**src/rtl/bullet_pkg.sv**
```systemverilog
// Shared bullet definitions: direction codes, coordinate widths, monitor states.
package bullet_pkg;

  localparam int unsigned X_W = 8;
  localparam int unsigned Y_W = 7;

  localparam logic [2:0] BD_UP    = 3'b100;
  localparam logic [2:0] BD_DOWN  = 3'b101;
  localparam logic [2:0] BD_LEFT  = 3'b110;
  localparam logic [2:0] BD_RIGHT = 3'b111;

  typedef enum logic [1:0] {
    IDLE    = 2'd0,
    ARMED   = 2'd1,
    FLIGHT  = 2'd2,
    RELEASE = 2'd3
  } mon_state_t;

endpackage

```
**src/rtl/tank_box_cmp.sv**
```systemverilog
// Combinational point-in-box test against a TANK_SIZE square anchored at its top-left corner.
// Bounds are widened by one bit so the far edge cannot wrap near the field limit.
module tank_box_cmp
  import bullet_pkg::*;
#(
  parameter int unsigned TANK_SIZE = 4
) (
  input  logic [X_W-1:0] i_px,
  input  logic [Y_W-1:0] i_py,
  input  logic [X_W-1:0] i_ox,
  input  logic [Y_W-1:0] i_oy,
  output logic           o_in_box_c
);

  localparam int unsigned XB_W = X_W + 1;
  localparam int unsigned YB_W = Y_W + 1;

  logic [XB_W-1:0] w_px;
  logic [XB_W-1:0] w_x_lo;
  logic [XB_W-1:0] w_x_hi;
  logic [YB_W-1:0] w_py;
  logic [YB_W-1:0] w_y_lo;
  logic [YB_W-1:0] w_y_hi;

  assign w_px   = {1'b0, i_px};
  assign w_x_lo = {1'b0, i_ox};
  assign w_x_hi = w_x_lo + XB_W'(TANK_SIZE - 1);
  assign w_py   = {1'b0, i_py};
  assign w_y_lo = {1'b0, i_oy};
  assign w_y_hi = w_y_lo + YB_W'(TANK_SIZE - 1);

  assign o_in_box_c = (w_px >= w_x_lo) && (w_px <= w_x_hi) &&
                      (w_py >= w_y_lo) && (w_py <= w_y_hi);

endmodule

```
**src/rtl/bullet_monitor.sv**
```systemverilog
// Far end of the bullet handshake: ends flights on enemy hit or out-of-bounds,
// returns ready, keeps a saturating hit score and a win flag.
// Optional flight timeout enabled by defining BULLET_MON_TIMEOUT_EN.
module bullet_monitor
  import bullet_pkg::*;
#(
  parameter int unsigned X_MAX     = 159,
  parameter int unsigned Y_MAX     = 119,
  parameter int unsigned TANK_SIZE = 4,
  parameter int unsigned SCORE_W   = 4,
  parameter int unsigned WIN_SCORE = 3
`ifdef BULLET_MON_TIMEOUT_EN
  ,
  parameter int unsigned TIMEOUT_CYC = 64
`endif
) (
  input  logic               clk,
  input  logic               resetn,
  input  logic               start,
  input  logic [X_W-1:0]     bx,
  input  logic [Y_W-1:0]     by,
  input  logic [2:0]         bd,
  input  logic [X_W-1:0]     ex,
  input  logic [Y_W-1:0]     ey,
  output logic               ready,
  output logic               hit,
  output logic               miss,
  output logic [SCORE_W-1:0] score,
  output logic               win
);

  mon_state_t         r_state;
  logic               r_ready;
  logic               r_hit;
  logic               r_miss;
  logic [SCORE_W-1:0] r_score;
  logic               r_win;

  mon_state_t         w_nx_state;
  logic               w_nx_ready;
  logic               w_nx_hit;
  logic               w_nx_miss;
  logic [SCORE_W-1:0] w_nx_score;
  logic               w_nx_win;

  logic               w_in_box;
  logic               w_oob;
  logic               w_timeout;
  logic               w_unused_dir;

  // Direction bits are carried for the bullet FSM; only the in-flight flag matters here.
  assign w_unused_dir = ^bd[1:0];

  tank_box_cmp #(
    .TANK_SIZE (TANK_SIZE)
  ) u_enemy_box (
    .i_px       (bx),
    .i_py       (by),
    .i_ox       (ex),
    .i_oy       (ey),
    .o_in_box_c (w_in_box)
  );

  // Out of the field; also catches the 0->max underflow wrap of the bullet coordinates.
  assign w_oob = (bx > X_W'(X_MAX)) || (by > Y_W'(Y_MAX));

`ifdef BULLET_MON_TIMEOUT_EN
  localparam int unsigned CNT_W = $clog2(TIMEOUT_CYC + 1);

  logic [CNT_W-1:0] r_flight_cnt;

  // Flight-cycle counter: held at zero outside FLIGHT, so it restarts on every entry.
  always_ff @(posedge clk or negedge resetn) begin
    if (!resetn) begin
      r_flight_cnt <= '0;
    end else if (r_state != FLIGHT) begin
      r_flight_cnt <= '0;
    end else begin
      r_flight_cnt <= r_flight_cnt + CNT_W'(1);
    end
  end

  assign w_timeout = (r_state == FLIGHT) && (r_flight_cnt == CNT_W'(TIMEOUT_CYC - 1));
`else
  assign w_timeout = 1'b0;
`endif

  // Next state and next registered outputs; hit beats out-of-bounds beats timeout.
  always_comb begin
    w_nx_state = r_state;
    w_nx_ready = r_ready;
    w_nx_hit   = 1'b0;
    w_nx_miss  = 1'b0;
    w_nx_score = r_score;
    unique case (r_state)
      IDLE: begin
        if (start) w_nx_state = ARMED;
      end
      ARMED: begin
        if (bd[2]) w_nx_state = FLIGHT;
      end
      FLIGHT: begin
        if (w_in_box) begin
          w_nx_state = RELEASE;
          w_nx_ready = 1'b1;
          w_nx_hit   = 1'b1;
          if (r_score < SCORE_W'(WIN_SCORE)) w_nx_score = r_score + SCORE_W'(1);
        end else if (w_oob || w_timeout) begin
          w_nx_state = RELEASE;
          w_nx_ready = 1'b1;
          w_nx_miss  = 1'b1;
        end else if (!bd[2]) begin
          w_nx_state = ARMED;
        end
      end
      RELEASE: begin
        if (!bd[2]) begin
          w_nx_state = ARMED;
          w_nx_ready = 1'b0;
        end
      end
      default: begin
        w_nx_state = IDLE;
        w_nx_ready = 1'b0;
      end
    endcase
    w_nx_win = (w_nx_score == SCORE_W'(WIN_SCORE));
  end

  // State and output registers.
  always_ff @(posedge clk or negedge resetn) begin
    if (!resetn) begin
      r_state <= IDLE;
      r_ready <= 1'b0;
      r_hit   <= 1'b0;
      r_miss  <= 1'b0;
      r_score <= '0;
      r_win   <= 1'b0;
    end else begin
      r_state <= w_nx_state;
      r_ready <= w_nx_ready;
      r_hit   <= w_nx_hit;
      r_miss  <= w_nx_miss;
      r_score <= w_nx_score;
      r_win   <= w_nx_win;
    end
  end

  assign ready = r_ready;
  assign hit   = r_hit;
  assign miss  = r_miss;
  assign score = r_score;
  assign win   = r_win;

endmodule

```
**config.mk**
```make
export PLATFORM = sky130hd
export DESIGN_NAME = bullet_monitor
export DESIGN_NICKNAME = d
export VERILOG_FILES = /design/src/rtl/bullet_pkg.sv /design/src/rtl/tank_box_cmp.sv /design/src/rtl/bullet_monitor.sv
export SDC_FILE = /design/constraint.sdc
export NUM_CORES = 1
export LEC_CHECK = 0
export CAP_MARGIN = 20
export CELL_PAD_IN_SITES_DETAIL_PLACEMENT = 2
export CELL_PAD_IN_SITES_GLOBAL_PLACEMENT = 2
export CORE_ASPECT_RATIO = 1.2
export CORE_UTILIZATION = 28
export CTS_BUF_LIST = sky130_fd_sc_hd__clkbuf_16
export CTS_CLUSTER_SIZE = 12
export DETAILED_ROUTE_END_ITERATION = 6
export GPL_ROUTABILITY_DRIVEN = 0
export PLACE_DENSITY_LB_ADDON = 0.1
export SKIP_LAST_GASP = 1
export SLEW_MARGIN = 40
export SYNTH_ARGS = -nofsm -noshare
export SYNTH_HDL_FRONTEND = slang
export SYNTH_SLANG_ARGS = --single-unit
export TNS_END_PERCENT = 50
```
**constraint.sdc**
```tcl
create_clock -name clk -period 3 [get_ports clk]
set_clock_uncertainty 0.15 [all_clocks]
set_input_delay 0.3 -clock clk [delete_from_list [all_inputs] [get_ports clk]]
set_output_delay 0.3 -clock clk [all_outputs]
set_load 0.01 [all_outputs]
```
==> run_results.csv, run 1 <==
group,metric,value,unit
placement,dp_hpwl,4140,microns
timing,setup_viol,0,
pwr,p_sw,0.000271,W
finish,seq_area,250,sq um
min_path,hold_path.class,"in -> async",
clock_network,clk_path_buf_depth,2,
timing,hold_viol_final,0,
yosys,edf_count,0,
detailed_routing,vias,1476,
global_routing,antenna_found_initial,0,
placement,pre_cts_slack,-610,ps
finish,fin_area,2140,sq um
clock_network,clock-sinks,10,
yosys,synth.area.top_cells,"ha_1 30%, dfrtp_1 18%, xnor2_1 6.4%",
timing,worst_slew_pin_slew,454,ps
worst_setup_path,rrSetupSlack,1150,ps
worst_setup_path,reg2reg_depth,4,
pwr,p_seq_frac,0.238,
run_status,status,"finished clean",
yosys,xor_share,0.0768,
worst_setup_path,crit_path_start_kind,"input pin",
placement,port_buffers,41,
timing,fin_ws,111,ps
yosys,mux_area_frac,0.0256,
yosys,ys_sh_simple,0.197,
yosys,ys_cells,165,
worst_setup_path,worstSetupStartpoint,"ey[0]",
worst_setup_path,critical_path.endpoint_type,"register",
clock_network,clock.latency.late_pin,230,ps
timing,relSlewSlack,0.697,
yosys,adder_share,0.302,
placement,place_area,2010,sq um
yosys,synthArstFlopShare,1.00,
pwr,switching_share,0.332,
worst_setup_path,r2r_start,"score[0]",
clock_network,cts_root_buf,"clkbuf_16",
yosys,top_area_frac,0.302,
yosys,ys_chip_area,1370,sq um
die,fp.dieW,65.8,microns
worst_setup_path,critPathArrivalTime,2850,ps
detailed_routing,dr.pass1.iters,2,
yosys,ys_sh_aoi,0.154,
worst_setup_path,cp.required,2960,ps
clock_network,cts_tree,"yes",
global_routing,grt_pass1_wl,7890,microns
finish,drive_gt1_frac,0.194,
pwr,p_per_area,382,nW/um^2
run,cap_violations,0,
die,ios,44,
finish,mostFrequentLayoutCells,"37 x clkdlybuf4s50_1, 32 x ha_1, 24 x buf_4",
yosys,fp_nets,234,
timing,max_freq,346,MHz
detailed_routing,drtIter0Drc,36,
global_routing,grt_max_degree,11,
clock_network,cts_buffers,3,
pwr,power_frac_clock,0.287,
detailed_routing,drcViolationCount,0,
yosys,top_logic_kind,"adder cells",
finish,num_antenna_cells,0,
yosys,synth_cells,165,
run,tool_warnings,30,
yosys,syn_area,1370,sq um
yosys,yosysSeqAreaShare,0.183,
worst_setup_path,crit_end,"score[1]",
finish,logic_area,1080,sq um
global_routing,grt_pass1_vias,1692,
finish,fillers,508,
detailed_routing,antenna_violating_nets_post_route,0,
yosys,syn_area_per_cell,8.30,sq um
detailed_routing,routed_wl,4700,microns
pwr,pwr-share-comb,0.475,
detailed_routing,via_per_inst,5.09,
[run 1: logic make-up after synthesis]
kind of cell	count (synthesis)
adder cells (fa/ha/maj)	33
AND-OR/OR-AND	33
flip-flops	10
AND/OR/NAND/NOR	51
XOR/XNOR	12
multiplexers	3
buffers and inverters	23
[run 1: critical path, stage by stage]
cell	delay, ps
clkdlybuf4s50_1	480
inv_1	70
ha_1	220
nor2_1	130
xnor2_1	140
ha_1	280
a21oi_1	190
nand2_1	90
o311ai_2	260
buf_4	160
and4_4	220
mux2_4	300
[run 1: cell type report]
type	instances	area share
sequential	10	0.117
clock inverter	1	0.00176
multi-input combinational	132	0.505
timing repair buffer	65	0.270
inverter	21	0.0369
tap	58	0.0339
clock buffer	3	0.0351
[run 1: per-stage QoR]
stage	setup TNS, ps	hold WS (ps)
final	0	235
after global routing	-80.2	272
after CTS	0	253
after detailed placement	-3690	278
after global placement	-1670	267
after floorplan	0	-146
[run 1: timing repair]
item | CTS | global route
setup endpoints to repair | 8 | 6
hold endpoints to repair | 0 | 0
resized | 19 | 4
setup buffers | 2 | 0
pin swaps | 9 | 4
[run 1: synth_stat cells (2+ instances only)]
cell type  number
a211oi_1        3
a21o_1          2
a21oi_1         9
clkbuf_1        2
dfrtp_1        10
ha_1           33
inv_1          20
mux2i_1         2
nand2_1         8
nand2b_1        3
nand3_1         8
nand4_1         7
nor2_1         13
nor3_1          3
nor4_1          2
o21ai_0        11
xnor2_1        10
xor2_1          2
[run 1: power by group through the flow]
| stage | registers [W] | logic [W] | clock network (W) |
|---|---|---|---|
| CTS | 0.000195 | 0.000384 | 0.000239 |
| global route | 0.000200 | 0.000432 | 0.000244 |
| floorplan | 0.000198 | 0.000177 | 0 |
| detailed placement | 0.000195 | 0.000372 | 0 |
| finish | 0.000194 | 0.000388 | 0.000234 |
| global placement | 0.000192 | 0.000344 | 0 |
[run 1: state kept, by name, indices dropped and copies added, names as in the netlist]
name	flops
win	1
ready	1
miss	1
r_state	2
hit	1
score	4
[run 1: layer usage]
layer / global-route usage / vias up / share of wire
met3: 0.00872 / 2 / 0.014
met1: 0.205 / 724 / 0.39
met5: 0 / - / 0
met2: 0.412 / 20 / 0.59
met4: 0.0391 / 0 / 0.0038
li1: - / 730 / -
[run 1: worst min path at each step]
stage	startpoint	to	slack, ps	cells past startpoint
CTS	resetn	ready	250	1
global placement	score[2]	score[2]	270	0
detailed placement	score[2]	score[2]	280	0
global route	resetn	miss	270	1
floorplan	resetn	hit	-150	0
finish	resetn	ready	230	1
Run 1, congestion heat map:
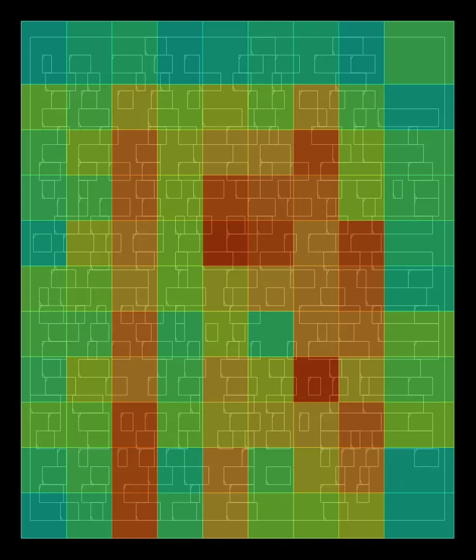
Util after Layout: 0.462
gr usage total: 0.197
drt wl/cell: 16.2 microns
busiest grt layer: met2
met3 Resource Use GR: 0.00872

Run 1, logic cells by family:
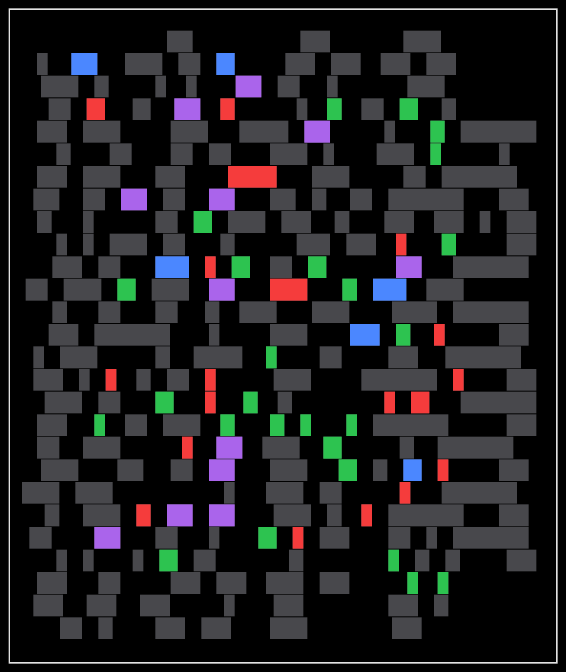
NOR gates -> red  # cells 19, most used nor2_1
XOR/XNOR gates -> purple  # cells 12, most used xnor2_1
AND and OR gates -> blue  # cells 6
NAND gates -> green  # cells 26
Final Non-Filler Cells: 290
dominant logic cell type in the layout: clkdlybuf4s50_1
multi-input gate share of total cell area: 0.505

Run 1, sequential cells grouped by signal name:
The bar under the picture is 20 microns long. Other sequential cells in the stronger grey, the rest of the logic in the fainter grey.
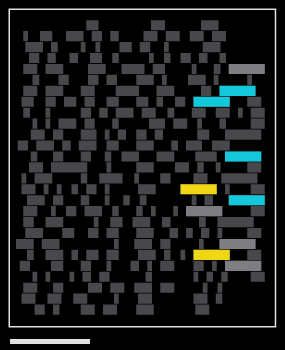
`score` -> cyan  # sequential cells 4
`r_state` -> yellow  # sequential cells 2

==> run 1 -> run 2 <==
- CORE_UTILIZATION: 28 -> 39
- CTS_BUF_LIST: sky130_fd_sc_hd__clkbuf_16 -> sky130_fd_sc_hd__clkbuf_8 sky130_fd_sc_hd__clkbuf_16
- DONT_BUFFER_PORTS: unset -> 1
Run 2, cell classes on the final placement:
The bar under the picture is 20 microns long.
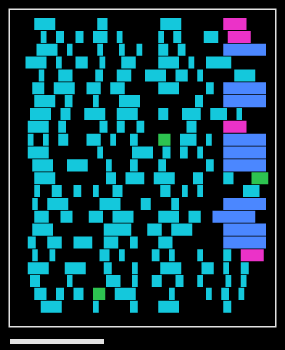
clock drivers and dummy loads -> magenta  # cells 4, share of their area 3.8%
other buffers and delay cells -> green  # cells 3, share of their area 1.7%
flops -> blue  # cells 10, share of their area 17%
all other logic -> cyan  # cells 153, share of their area 77%

==> run_results.csv, run 2 <==
group,metric,value,unit
worst_setup_path,critPathMaxStageDelay,350,ps
worst_setup_path,crit_path_start_kind,"input pin",
clock_network,clk_path_buf_depth,2,
placement,dp_hpwl,3100,microns
clock_network,cts_root_buf,"clkbuf_8",
finish,instances_no_fill,207,
worst_setup_path,critPathArrivalTime,2750,ps
finish,largest_reg_flops,4,
run_status,status,"finished clean",
yosys,ys_chip_area,1370,sq um
timing,hold_viol_final,0,
yosys,fp_nets,234,
yosys,synthArstFlopShare,1.00,
min_path,hold_path.class,"in -> reg",
clock_network,clock-sinks,10,
clock_network,cts_tree,"yes",
detailed_routing,via_per_inst,5.96,
finish,layout_top_cell,"ha_1",
worst_setup_path,slowest_stage,"or3_4",
timing,max_freq,360,MHz
timing,hold_ws,139,ps
detailed_routing,drtIter0Drc,11,
placement,port_buffers,0,
detailed_routing,dr.pass1.iters,3,
min_path,hold_depth,2,
finish,num_antenna_cells,0,
clock_network,postCtsSetupBuffers,0,
worst_setup_path,cp.required,2970,ps
yosys,top_logic_kind,"adder cells",
yosys,synth_cells,165,
timing,worst_slew_pin_slew,430,ps
yosys,yosysSeqAreaShare,0.183,
global_routing,grt_pass1_wl,5810,microns
yosys,ys_cells,165,
timing,setup_viol,0,
Run 2, clock network drawn from the DEF:
The bar under the picture is 20 microns long.
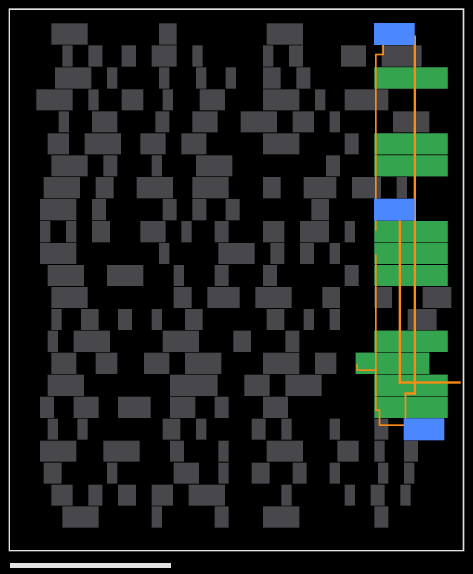
flip-flops -> green  # count 10
clock wires -> orange  # length 147 microns
cells driving clock nets -> blue  # count 3
routed clock nets = 4

-- run 2: cell type report --
class,instances,area [sq um],share of cell area
flip-flops and latches,10,250,0.168
inverters,21,78.8,0.0530
repair buffers,3,25.0,0.0168
multi-input cells,132,1030,0.694
well taps,37,46.3,0.0311
clock buffers,4,55.1,0.0370
-- run 2: report_power, final --
group / total [W] / internal (W) / switching (W)
logic: 0.000234 / 0.000111 / 0.000123
registers: 0.000203 / 0.000164 / 0.0000396
clock network: 0.000166 / 0.000115 / 0.0000512
total: 0.000604 / 0.000390 / 0.000213
-- run 2: cell families (layout without fill, tap and decap cells) --
group / after synthesis / in the layout
simple gates: 51 / 51
fa+ha+maj: 33 / 33
compound gates: 33 / 33
buf+inv: 23 / 28
xor+xnor: 12 / 12
flops: 10 / 10
mux: 3 / 3
-- run 2: per-stage QoR --
step	utilization	TNS (ps)
6_report	0.446	0
5_1_grt	0.446	0
4_1_cts	0.446	0
3_5_place_dp	0.426	-32.0
3_3_place_gp	0.426	0
2_1_floorplan	-	0
-- run 2: per-layer routing --
metal | global-route usage | vias up | part of all wire
met1 | 0.205 | 604 | 0.38
met3 | 0.0155 | 5 | 0.027
met4 | 0.0823 | 0 | 0.019
li1 | - | 601 | -
met2 | 0.408 | 24 | 0.57
met5 | 0 | - | 0
-- run 2: worst max-delay path, delay by kind of cell --
kind                     cells  cell delay, ps
adder cells (fa/ha/maj)      2             490
XOR/XNOR                     1             160
AND/OR/NAND/NOR              4             970
multiplexers                 1             290
buffers and inverters        1              40
AND-OR/OR-AND                3             500
-- run 2: final timing paths --
check / start / slack (ps) / to
worst min-delay path: bd[2] / 140 / r_state[1]
worst min register to register: score[3] / 340 / score[3]
worst max register to register: score[0] / 1190 / score[1]
worst max-delay path: ex[0] / 220 / score[1]
max in group asynchronous: resetn / 2130 / score[0]
min in group asynchronous: resetn / 280 / score[2]
Power and IR drop assume default switching activity.
